==> config.mk <==
export PLATFORM = sky130hd
export DESIGN_NAME = exp_rr_scheduler
export DESIGN_NICKNAME = d
export VERILOG_FILES = /design/src/rtl/exp_rr_scheduler.sv
export SDC_FILE = /design/constraint.sdc
export NUM_CORES = 1
export LEC_CHECK = 0
export CORE_UTILIZATION = 36
export DETAILED_ROUTE_END_ITERATION = 8
export PLACE_DENSITY = 0.65
export SETUP_SLACK_MARGIN = 0.3
export SYNTH_ARGS = -nofsm -noshare
export SYNTH_HDL_FRONTEND = slang
export SYNTH_SLANG_ARGS = --single-unit
==> constraint.sdc <==
create_clock -name i_clk -period 10 [get_ports i_clk]
set_clock_uncertainty 0.1 [all_clocks]
set_input_delay 1 -clock i_clk [delete_from_list [all_inputs] [get_ports i_clk]]
set_output_delay 1 -clock i_clk [all_outputs]
set_load 0.1 [all_outputs]
Fig. 1: run 1, met2 routing
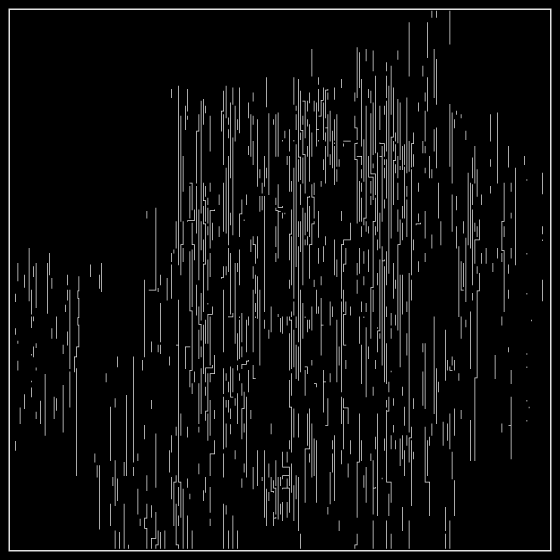
main direction: vertical
wire length on this layer: 4080 um
share of all routed wire: 47%
nets with wire on the layer: 477
routed wire length: 8735 um
via total after detailed routing: 3223
met2 usage: 0.2589

Fig. 2: run 1, sequential cells colored by netlist name
Bar = 20 um. Other sequential cells in the stronger gray, the rest of the logic in the fainter gray.
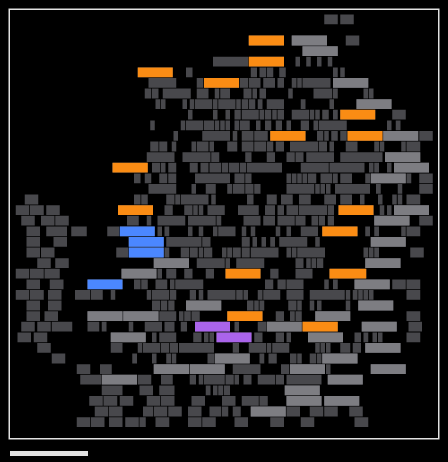
[state_q] purple | flops: 2
[x_q] blue | flops: 4
[p_q] orange | flops: 15
not colored: 37
FF+latch area: 1453 um^2
utilization of the core after routing: 0.4565
fraction of standard cell area that is sequential: 0.2799
sequential power: 0.425 mW

Fig. 3: run 1, track usage over the die
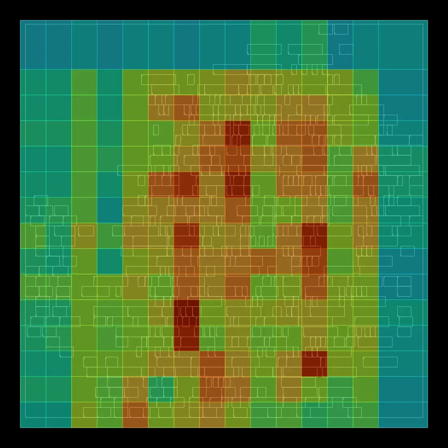
busiest layer in global routing: met2
routed len/inst: 13.17 um
met1 global-route usage: 0.2209
met3 routing resource usage after global routing: 0.02371

==> impl_summary.log <==
[report] extracting results
[metrics] result of the run: finished clean
[metrics] setup violation total in the final timing report: 0
[metrics] sum of net half-perimeters after detailed placement: between 6000 and 7000 um
[metrics] filler instances: approximately 1100
[metrics] Cell Type Count: 44
[metrics] Avg Inst Size Synth: around 9 um^2
[metrics] initial antenna violation count: 0
[metrics] warning count from the yosys run: 0
[metrics] area fraction in and, or, nand and nor cells: 0.1973
[metrics] number of hold buffers added after CTS: 0
[metrics] clock-pin slew on the worst setup and hold paths: roughly 0.050 ns
[metrics] number of warnings in the stage logs: 29
[metrics] Hold Crit Class: reg2reg
[metrics] row count: 39
[metrics] worst setup margin: between 6 and 7 ns
[metrics] Mapped Cells: approximately 460
[metrics] final estimated routing congestion in global placement: slightly above 0.8
[metrics] Floorplan Utilization: 0.3681
[metrics] clock tree from TritonCTS: yes
[metrics] area fraction in mux cells: 0.06816
[metrics] post-route fraction of the period consumed by the critical path: 0.3770
[metrics] number of buffers added by the clock tree synthesis step: 9
[metrics] max-slew violation total from the final report: 0
[metrics] Rel. slew slack: 0.1765
[metrics] chip area estimate from yosys synthesis: roughly 4200 um^2
[metrics] post-layout min period: around 3.8 ns
[metrics] total negative setup slack: 0 ns
[metrics] I/O pins: ~64
[metrics] aggregate global-route resource usage: 0.1645
[metrics] most common library cell in the layout ignoring fill and taps: sky130_fd_sc_hd__nand2_1
[metrics] DRC Markers: 0
[metrics] number of setup buffers added after CTS: 0
[metrics] antenna cells: 0
[metrics] Horiz. Die Dim: around 110 um
[metrics] leakage power figure: 2.478 nW
[metrics] biggest fanout along the worst timing path: 13
[metrics] share of cells above drive strength 1: 0.07500
[metrics] via count of the first global-routing pass: about 3100
[metrics] post-cts gate resize count: 0
[metrics] placed instance area: between 4000 and 5000 um^2
[metrics] Cells after DPL: 647
[metrics] Die ar.: about 12000 um^2
[metrics] pre-CTS WS: 6.234 ns
[metrics] post-synth tally of flip-flops with integrated enable: 0
[metrics] ratio of total power to cell area: between 300 and 400 nW/um^2
[metrics] maximum clock frequency: 265.3 MHz
[metrics] number of detailed-route iterations in the first pass: 4
[metrics] dominant kind of combinational cell: simple AND/OR/NAND/NOR gates
[metrics] Die Span Y: roughly 110 um
[metrics] number of vias per cell: approximately 4.9
[metrics] Worst-Skew Late Latency: between 0.3 and 0.4 ns
[metrics] pin count of the biggest net entering global routing: ~59
[metrics] worst-case clock buffer depth: 2
[metrics] measured slew at the worst slew-check pin: around 1.2 ns
[metrics] final std cells w/o fill: 663
[metrics] first-pass GRT wire length: approximately 15000 um
[metrics] worst vdd ir: roughly 0.23 mV
[metrics] Antenna Nets Post-Route: 0
[metrics] worst endpoint required time: just over 10 ns
[metrics] data arrival time of the worst path: 3.82 ns
[metrics] unrepaired setup endpoints after global routing: false
[metrics] synthesized net count: 544
[metrics] Final Power: 1.660 mW
[metrics] Iteration-0 DRC Markers: between 100 and 150
[metrics] number of port buffers: approximately 63
[metrics] final net count: around 600
[metrics] H-tree depth: 3
[metrics] fin area: 5190 um^2
[metrics] final-layout worst hold slack: 0.3668 ns
[metrics] most frequently placed logic cells in the final layout: sky130_fd_sc_hd__nand2_1 (97), sky130_fd_sc_hd__clkdlybuf4s50_1 (62), sky130_fd_sc_hd__dfrtp_1 (57), sky130_fd_sc_hd__inv_1 (49), sky130_fd_sc_hd__and2_1 (37)
[metrics] kind of launch point of the worst setup path: flip-flop
[metrics] area growth from synthesis to layout: 24.01%
[metrics] hold violation total from the final report: 0
[metrics] # clock sinks: a little under 60
[metrics] Post-synth ARST share: 1.000
run 1: synthesized netlist by cell type (2+ instances only):
cell,count,area share
sky130_fd_sc_hd__o21a_1,4,0.0072
sky130_fd_sc_hd__nand2_1,97,0.087
sky130_fd_sc_hd__mux2_2,4,0.011
sky130_fd_sc_hd__xnor2_1,13,0.027
sky130_fd_sc_hd__clkbuf_1,10,0.0090
sky130_fd_sc_hd__nand2b_1,3,0.0045
sky130_fd_sc_hd__a31oi_1,2,0.0030
sky130_fd_sc_hd__o21ai_0,23,0.028
sky130_fd_sc_hd__fa_1,23,0.11
sky130_fd_sc_hd__nand3_1,16,0.019
sky130_fd_sc_hd__or2_2,2,0.0030
sky130_fd_sc_hd__buf_2,3,0.0036
sky130_fd_sc_hd__ha_1,24,0.072
sky130_fd_sc_hd__xor2_1,4,0.0084
sky130_fd_sc_hd__nand4_1,2,0.0030
sky130_fd_sc_hd__dfrtp_1,57,0.34
sky130_fd_sc_hd__nor3_1,2,0.0024
sky130_fd_sc_hd__o21ai_1,2,0.0024
sky130_fd_sc_hd__a21o_1,3,0.0054
sky130_fd_sc_hd__a21oi_1,14,0.017
sky130_fd_sc_hd__inv_1,49,0.044
sky130_fd_sc_hd__buf_1,2,0.0018
sky130_fd_sc_hd__nor2_1,12,0.011
sky130_fd_sc_hd__and2_1,37,0.055
sky130_fd_sc_hd__mux2_4,4,0.014
sky130_fd_sc_hd__o21ai_2,8,0.017
sky130_fd_sc_hd__mux2i_1,18,0.043
sky130_fd_sc_hd__nor2b_1,4,0.0060
sky130_fd_sc_hd__buf_12,2,0.0096
run 1: worst max-delay path, cell delays in order, from the launching register on:
cell	delay, ns
sky130_fd_sc_hd__dfrtp_1	0.52
sky130_fd_sc_hd__and2_1	0.23
sky130_fd_sc_hd__fa_1	0.53
sky130_fd_sc_hd__inv_1	0.05
sky130_fd_sc_hd__fa_1	0.53
sky130_fd_sc_hd__inv_1	0.04
sky130_fd_sc_hd__ha_1	0.33
sky130_fd_sc_hd__o21a_1	0.21
sky130_fd_sc_hd__a2111oi_2	0.46
sky130_fd_sc_hd__nor3_1	0.12
sky130_fd_sc_hd__a31oi_1	0.22
sky130_fd_sc_hd__xor2_1	0.15
sky130_fd_sc_hd__o21ai_0	0.10
run 1: layout make-up:
class | instances | area [um^2] | share of cell area
Clock inverter | 4 | 52.55 | 0.01013
Sequential cell | 58 | 1453 | 0.2799
Tap cell | 143 | 178.9 | 0.03447
Timing Repair Buffer | 64 | 633.1 | 0.1220
Clock buffer | 12 | 246.5 | 0.04749
Inverter | 49 | 183.9 | 0.03544
Multi-Input combinational cell | 333 | 2442 | 0.4706
run 1: per-layer routing:
| layer | GRT usage | up-vias | part of all wire |
|---|---|---|---|
| li1 | - | 1591 | - |
| met1 | 0.2209 | 1546 | 0.47 |
| met2 | 0.2589 | 74 | 0.47 |
| met3 | 0.02371 | 12 | 0.040 |
| met4 | 0.08000 | 0 | 0.022 |
| met5 | 0 | - | 0 |
run 1: power by group:
part,total (mW),internal (mW),switching [mW]
registers,0.425,0.323,0.102
clock network,0.310,0.200,0.110
logic,0.925,0.311,0.614
Power is estimated from default activity; no workload was simulated.
